### Placement density heat map, run 1

Drawn at 3 px/µm. The die is cut into 11 by 11 equal tiles; black is low, pale yellow is high, 0 to 100% covered.
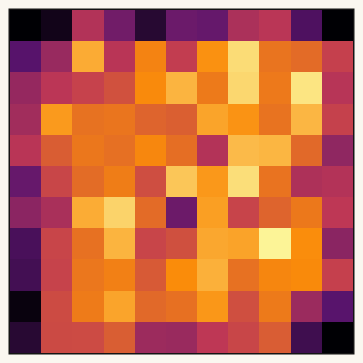
### Ports around the boundary, run 1

Drawn at 3 px/µm. Pins as bars across the die edge, other pins in gray.
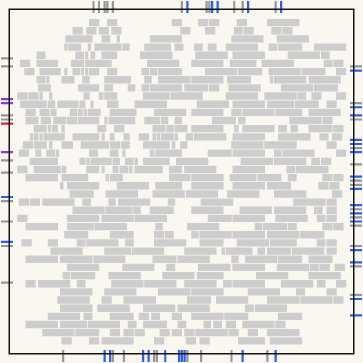
### Cells colored by class, run 1

Drawn at 2 px/µm.
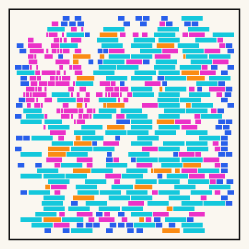
### Clock nets, run 1

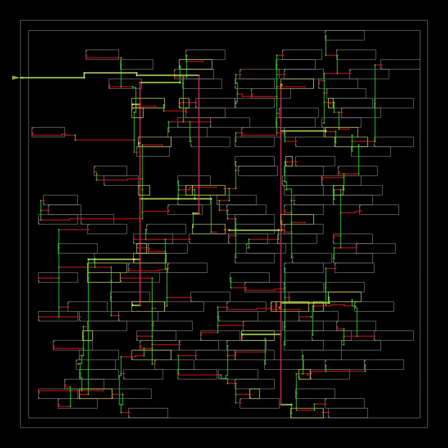
### config.mk
export PLATFORM = sky130hd
export DESIGN_NAME = mem_resp_tracker
export DESIGN_NICKNAME = d
export VERILOG_FILES = /design/src/rtl/mem_resp_tracker.sv
export SDC_FILE = /design/constraint.sdc
export NUM_CORES = 1
export LEC_CHECK = 0
export CAP_MARGIN = 20
export CORE_MARGIN = 2
export CORE_UTILIZATION = 50
export CTS_BUF_LIST = sky130_fd_sc_hd__clkbuf_16
export CTS_CLUSTER_SIZE = 25
export DETAILED_ROUTE_END_ITERATION = 8
export PLACE_DENSITY = 0.69
export SLEW_MARGIN = 20
export SYNTH_ARGS = -nofsm -noshare
export SYNTH_HDL_FRONTEND = slang
export SYNTH_SLANG_ARGS = --single-unit
### constraint.sdc
create_clock -name clk -period 4.35 [get_ports clk]
set_input_delay 0.87 -clock clk [delete_from_list [all_inputs] [get_ports clk]]
set_output_delay 0.87 -clock clk [all_outputs]
set_load 0.02 [all_outputs]
### src/rtl/mem_resp_tracker.sv
// mem_resp_tracker
//   Data-response tracker for the MEM stage. Counts outstanding data-bus
//   requests, discards responses made stale by a pipeline flush (any number
//   of them, via a drop counter) and buffers live read data in arrival order
//   while writeback stalls.
//
// Ports
//   clk, reset    : clock, asynchronous active-high reset
//   req_fire      : data request accepted by the bus this cycle
//   can_issue     : a new request may fire this cycle
//   resp_ok       : data bus returns a response (data_ok)
//   resp_data     : response data (rdata)
//   flush         : pipeline flush; all in-flight and buffered responses go stale
//   out_valid     : head response available to the MEM stage
//   out_data      : head response data
//   out_ready     : MEM stage consumes the head this cycle
//   live_cnt      : non-stale requests in flight
//   drop_cnt      : stale responses still to be discarded
//   protocol_err  : sticky; illegal req_fire or spurious resp_ok seen
//
// Handshake: the head moves to the MEM stage on a cycle where out_valid and
// out_ready are both 1. out_valid never depends on out_ready, and out_data is
// stable while out_valid is held without out_ready.
module mem_resp_tracker #(
    parameter int DATA_WIDTH      = 32,
    parameter int MAX_OUTSTANDING = 4,
    parameter bit BYPASS          = 1'b1,
    parameter int CNT_W           = $clog2(MAX_OUTSTANDING + 1)
) (
    input  logic                  clk,
    input  logic                  reset,
    input  logic                  req_fire,
    output logic                  can_issue,
    input  logic                  resp_ok,
    input  logic [DATA_WIDTH-1:0] resp_data,
    input  logic                  flush,
    output logic                  out_valid,
    output logic [DATA_WIDTH-1:0] out_data,
    input  logic                  out_ready,
    output logic [CNT_W-1:0]      live_cnt,
    output logic [CNT_W-1:0]      drop_cnt,
    output logic                  protocol_err
);

    localparam int PTR_W = (MAX_OUTSTANDING > 1) ? $clog2(MAX_OUTSTANDING) : 1;
    localparam int SUM_W = CNT_W + 2;
    localparam logic [PTR_W-1:0] LAST_PTR = PTR_W'(MAX_OUTSTANDING - 1);

    logic [DATA_WIDTH-1:0] mem [MAX_OUTSTANDING];
    logic [PTR_W-1:0]      rd_ptr;
    logic [PTR_W-1:0]      wr_ptr;
    logic [CNT_W-1:0]      fifo_cnt;

    logic [SUM_W-1:0]      occupancy;
    logic                  legal_fire;
    logic                  illegal_fire;
    logic                  stale_resp;
    logic                  live_resp;
    logic                  spurious_resp;
    logic                  resp_taken;
    logic                  fifo_empty;
    logic                  bypass_active;
    logic                  push;
    logic                  pop;

    logic [CNT_W-1:0]      live_cnt_next;
    logic [CNT_W-1:0]      drop_cnt_next;
    logic [CNT_W-1:0]      fifo_cnt_next;

    // Every live request holds a FIFO slot in reserve, so the FIFO can never
    // overflow as long as requests only fire while can_issue is high.
    assign occupancy = SUM_W'(live_cnt) + SUM_W'(drop_cnt) + SUM_W'(fifo_cnt);
    assign can_issue = occupancy < SUM_W'(MAX_OUTSTANDING);

    assign legal_fire   = req_fire && can_issue;
    assign illegal_fire = req_fire && !can_issue;

    // Stale responses are always ahead of live ones in the bus order, so the
    // drop counter is drained first.
    assign stale_resp    = resp_ok && (drop_cnt != '0);
    assign live_resp     = resp_ok && (drop_cnt == '0) && (live_cnt != '0);
    assign spurious_resp = resp_ok && (drop_cnt == '0) && (live_cnt == '0);
    assign resp_taken    = stale_resp || live_resp;

    assign fifo_empty    = (fifo_cnt == '0);
    assign bypass_active = BYPASS && fifo_empty && live_resp && !flush;

    // A bypassed response that is consumed on the spot never touches the FIFO.
    assign push = live_resp && !flush && !(bypass_active && out_ready);
    assign pop  = !flush && !fifo_empty && out_ready;

    always_comb begin
        out_valid = 1'b0;
        out_data  = '0;
        if (!flush) begin
            if (!fifo_empty) begin
                out_valid = 1'b1;
                out_data  = mem[rd_ptr];
            end else if (bypass_active) begin
                out_valid = 1'b1;
                out_data  = resp_data;
            end
        end
    end

    always_comb begin
        live_cnt_next = live_cnt;
        drop_cnt_next = drop_cnt;
        fifo_cnt_next = fifo_cnt;
        if (flush) begin
            // Everything still owed by the bus becomes stale, including a
            // request accepted in this very cycle.
            drop_cnt_next = drop_cnt + live_cnt + CNT_W'(legal_fire) - CNT_W'(resp_taken);
            live_cnt_next = '0;
            fifo_cnt_next = '0;
        end else begin
            live_cnt_next = live_cnt + CNT_W'(legal_fire) - CNT_W'(live_resp);
            drop_cnt_next = drop_cnt - CNT_W'(stale_resp);
            fifo_cnt_next = fifo_cnt + CNT_W'(push) - CNT_W'(pop);
        end
    end

    always_ff @(posedge clk or posedge reset) begin
        if (reset) begin
            live_cnt     <= '0;
            drop_cnt     <= '0;
            fifo_cnt     <= '0;
            rd_ptr       <= '0;
            wr_ptr       <= '0;
            protocol_err <= 1'b0;
        end else begin
            live_cnt <= live_cnt_next;
            drop_cnt <= drop_cnt_next;
            fifo_cnt <= fifo_cnt_next;
            if (illegal_fire || spurious_resp) begin
                protocol_err <= 1'b1;
            end
            if (flush) begin
                rd_ptr <= '0;
                wr_ptr <= '0;
            end else begin
                if (push) begin
                    wr_ptr <= (wr_ptr == LAST_PTR) ? '0 : wr_ptr + 1'b1;
                end
                if (pop) begin
                    rd_ptr <= (rd_ptr == LAST_PTR) ? '0 : rd_ptr + 1'b1;
                end
            end
        end
    end

    // Storage needs no reset: an entry is only read after it has been written.
    always_ff @(posedge clk) begin
        if (push) begin
            mem[wr_ptr] <= resp_data;
        end
    end

endmodule

==> deck_impl_summary.md, run 1 <==
Flow Results at a Glance

Run status
  – Run status: complete, no violations

Power
  – Sequential group share of total power: 39.4%
  – PwrDens: 534.8 mW/mm²
  – VDD IR max: 0.3215 mV
  – Logic pwr share: 26.9%

Drt
  – Drt first pass iters: 4
  – Routed Antenna Nets: 0
  – Routed wire per std cell: 20.25 µm

Layout
  – Share of cells above drive strength 1: 21.40%

Synthesis
  – Ys flops: 142
  – Logic family by area: multiplexers
  – Synth async-reset ratio: 9.859%
  – Post-synth EDFFs: 128
  – Xor/xnor share: 1.151%
  – Seq share, synth: 68.87%
  – Yosys aoi share: 6.185%

Clock tree
  – Clock sink count: 142

Placement
  – Final GP Congestion: 0.7882
  – DP Wirelength: 7601 µm

Hold path
  – Hold Path Depth: 1
  – Hold Crit Class: reg -> reg

STA
  – RSZ-0062 raised after global routing: false

Flow run
  – Max-Cap Viols: 0

GRT
  – Total track usage: 19.46%
  – First-pass GRT wire length: 18510 µm

Critical path
  – CP max stage cell: fa_1
Back to the opening pictures, 'Placement density heat map':
fullest tile	98%
nearly empty tiles	2.5%
tiles over 75% full	22%
mean over tiles	57%

Back to the opening pictures, 'Ports around the boundary':
port	color	pins	direction	edge
`out_data`	blue	32	output	15 right, 10 bottom, 5 top, 2 left
`can_issue`	red	1	output	left
`live_cnt`	purple	3	output	left
all pins by edge	28 right, 19 bottom, 16 left, 16 top

Back to the opening pictures, 'Cells colored by class':
class	color	cells	share of their area
clock drivers and dummy loads	orange	32	7.7%
other buffers and delay cells	blue	94	12%
combinational and other logic	magenta	162	24%
flops	cyan	142	56%

Back to the opening pictures, 'Clock nets':
Worst Clk Skew: 0.009011 ns
clk ins delay skew pair: 0.42 ns
clkbuf count: 17

## run 1: path summary, 6_finish.rpt
check	start	end
max	drop_cnt[1]	live_cnt[2]
min	protocol_err	protocol_err
max reg2reg	drop_cnt[1]	live_cnt[2]
min reg2reg	protocol_err	protocol_err
max in group asynchronous	reset	rd_ptr[0]
min in group asynchronous	reset	drop_cnt[1]
## run 1: registers in the layout (all words and copies together), names as in the netlist
register,flops
live_cnt,3
wr_ptr,2
mem,128
drop_cnt,3
rd_ptr,2
protocol_err,1
fifo_cnt,3
## run 1: per-layer routing
| layer | vias to the layer above | track usage (%) | wire (µm) |
|---|---|---|---|
| li1 | 1476 | - | - |
| met1 | 1708 | 26.04 | 5188 |
| met2 | 87 | 31.23 | 5817 |
| met3 | 14 | 4.129 | 486 |
| met4 | 0 | 8.537 | 191 |
| met5 | - | 0 | 0 |
## run 1: final cells by class
class / count / share of cell area, %
clock buffer: 17 / 5.534
clock inverter: 15 / 1.937
inverter: 20 / 0.9766
multi-input combinational: 142 / 22.64
sequential: 142 / 54.61
tap: 147 / 2.393
timing repair buffer: 94 / 11.91
## run 1: power by group through the flow
stage               clock [µW]  combinational [µW]  sequential [µW]
finish                    1390                1110             1620
global route              1470                1210             1630
CTS                       1410                1130             1620
detailed placement           0                1120             1650
global placement             0                1100             1650
floorplan                    0                 725             1620
## run 1: stage by stage
stage               hold WS [ns]  utilization [%]  worst slack (ns)  total power, µW
finish                    0.4847            64.27            0.4504             4112
global route              0.5140            64.27            0.3078             4318
CTS                       0.4925            64.23           0.03596             4158
detailed placement        0.4737            59.42            0.3667             2769
global placement          0.4743            59.42            0.4970             2749
floorplan                 0.5468                -            0.4753             2347
## run 1: timing repair
item | in CTS | in global routing
endpoints found under the setup margin | 1 | 1
gates resized | 1 | 3
cloned | 0 | 0
buffers inserted | 0 | 0
### Wiring by layer, run 1

Drawn at 2 px/µm.
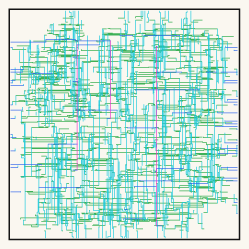

==> inputs of run 2 (changes only) <==
Settings changed: CORE_MARGIN 2 to 3, REMOVE_ABC_BUFFERS from default to 1, SLEW_MARGIN 20 to default.
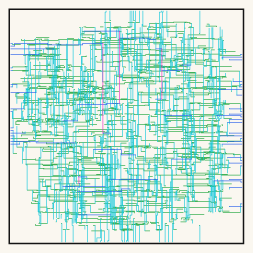
*Wiring by layer, run 2*
Drawn at 2 px/µm.
layer	color	wire length
metal 1	green	5040 µm
metal 4	magenta	110 µm
metal 3	blue	551 µm
metal 2	cyan	6070 µm

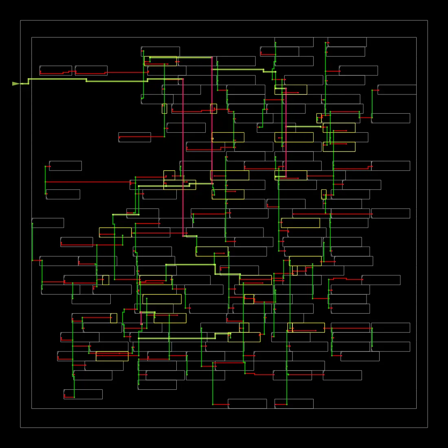
*Clock nets, run 2*
clock sink count: 142
Worst Clk Skew: 0.01169 ns
registers: 142

==> deck_impl_summary.md, run 2 <==
Flow Results at a Glance

STA
  – Final worst slack: 0.4501 ns (was 0.4504 ns)
  – RSZ-0062 raised after global routing: false (unchanged)

Critical path
  – Crit path from: drop_cnt[1] (unchanged)
  – Worst R2R Start: drop_cnt[1] (unchanged)
  – CP max stage cell: fa_1 (unchanged)

GRT
  – First-pass GRT wire length: 18600 µm (was 18510 µm)
  – Total track usage: 18.89% (was 19.46%)

Synthesis
  – Logic family by area: multiplexers (unchanged)
  – Xor/xnor share: 1.151% (unchanged)
  – Ys flops: 142 (unchanged)
  – Seq share, synth: 68.87% (unchanged)

Layout
  – Final core occ: 66.22% (was 64.27%)
  – Max reg flops: 128 (unchanged)
  – Share of cells above drive strength 1: 20.56% (was 21.40%)

Power
  – PwrDens: 545.2 mW/mm² (was 534.8 mW/mm²)
  – VDD IR max: 0.4352 mV (was 0.3215 mV)

Drt
  – Routed Antenna Nets: 0 (unchanged)

Placement
  – Pre-CTS setup slack: 0.3755 ns (was 0.3667 ns)
  – Final GP Congestion: 0.7532 (was 0.7882)
  – DP Wirelength: 7347 µm (was 7601 µm)

Clock tree
  – Post_cts resized: 1 (unchanged)
  – Clk ins delay skew pair: 0.42 ns (about the same)
  – Setup repair bufs after CTS: 0 (unchanged)

Run status
  – Run status: complete, no violations (unchanged)

Flow run
  – Max-Cap Viols: 0 (unchanged)

Hold path
  – Hold path startpoint: protocol_err (unchanged)
  – Hold Crit Class: reg -> reg (unchanged)
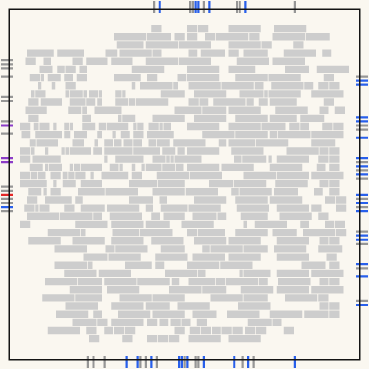
*Ports around the boundary, run 2*
Drawn at 3 px/µm. Pins as bars across the die edge, other pins in gray.
port	color	pins	direction	edge
`out_data`	blue	32	output	16 right, 10 bottom, 5 top, 1 left
`live_cnt`	purple	3	output	left
`can_issue`	red	1	output	left
all pins by edge	28 right, 21 bottom, 18 left, 12 top

run 2: cell counts after synthesis:
No cell type changed its count.
run 2: layout make-up:
class / count / area share (%)
timing repair buffer: 92 / 11.99
multi-input combinational: 142 / 22.54
tap: 143 / 2.317
clock buffer: 17 / 5.509
sequential: 142 / 54.37
clock inverter: 15 / 2.301
inverter: 20 / 0.9721
run 2: through the flow:
stage          hold slack (ns)  total power, µW
6_report                0.5008             4210
5_1_grt                 0.5302             4434
4_1_cts                 0.4940             4259
3_5_place_dp            0.4759             2786
3_3_place_gp            0.4852             2767
2_1_floorplan           0.5468             2331
run 2: kinds of logic (layout without fill, tap and decap cells):
family / Yosys count / after routing
DFF: 142 / 142
muxes: 35 / 35
buffers and inverters: 38 / 144
and+or+nand+nor: 32 / 32
adders and majority gates: 22 / 22
AOI/OAI and AO/OA: 45 / 45
xor gates and xnor gates: 8 / 8
run 2: routing by layer:
layer | part of all wire, % | track usage [%] | vias up
li1 | - | - | 1484
met1 | 43 | 24.16 | 1672
met2 | 52 | 31.31 | 80
met3 | 4.7 | 5.181 | 11
met4 | 0.93 | 6.806 | 0
met5 | 0 | 0 | -
run 2: final timing paths:
kind                                end  slack, ns  cells after the start
hold / removal             protocol_err       0.50                      1
setup / recovery            live_cnt[2]       0.45                     15
min in group asynchronous   drop_cnt[0]       0.82                      2
setup reg to reg            live_cnt[2]       0.45                     15
hold reg to reg            protocol_err       0.50                      1
max in group asynchronous     rd_ptr[1]       3.10                      2
run 2: power by group:
group / switching (µW) / total [µW] / internal [µW] / leakage [µW]
clock network: 522 / 1470 / 944 / 0.000294
registers: 89.3 / 1620 / 1530 / 0.00132
logic: 537 / 1130 / 588 / 0.00108
total: 1150 / 4210 / 3060 / 0.00270
No activity file was given, so power comes from the tool's default toggle rates.
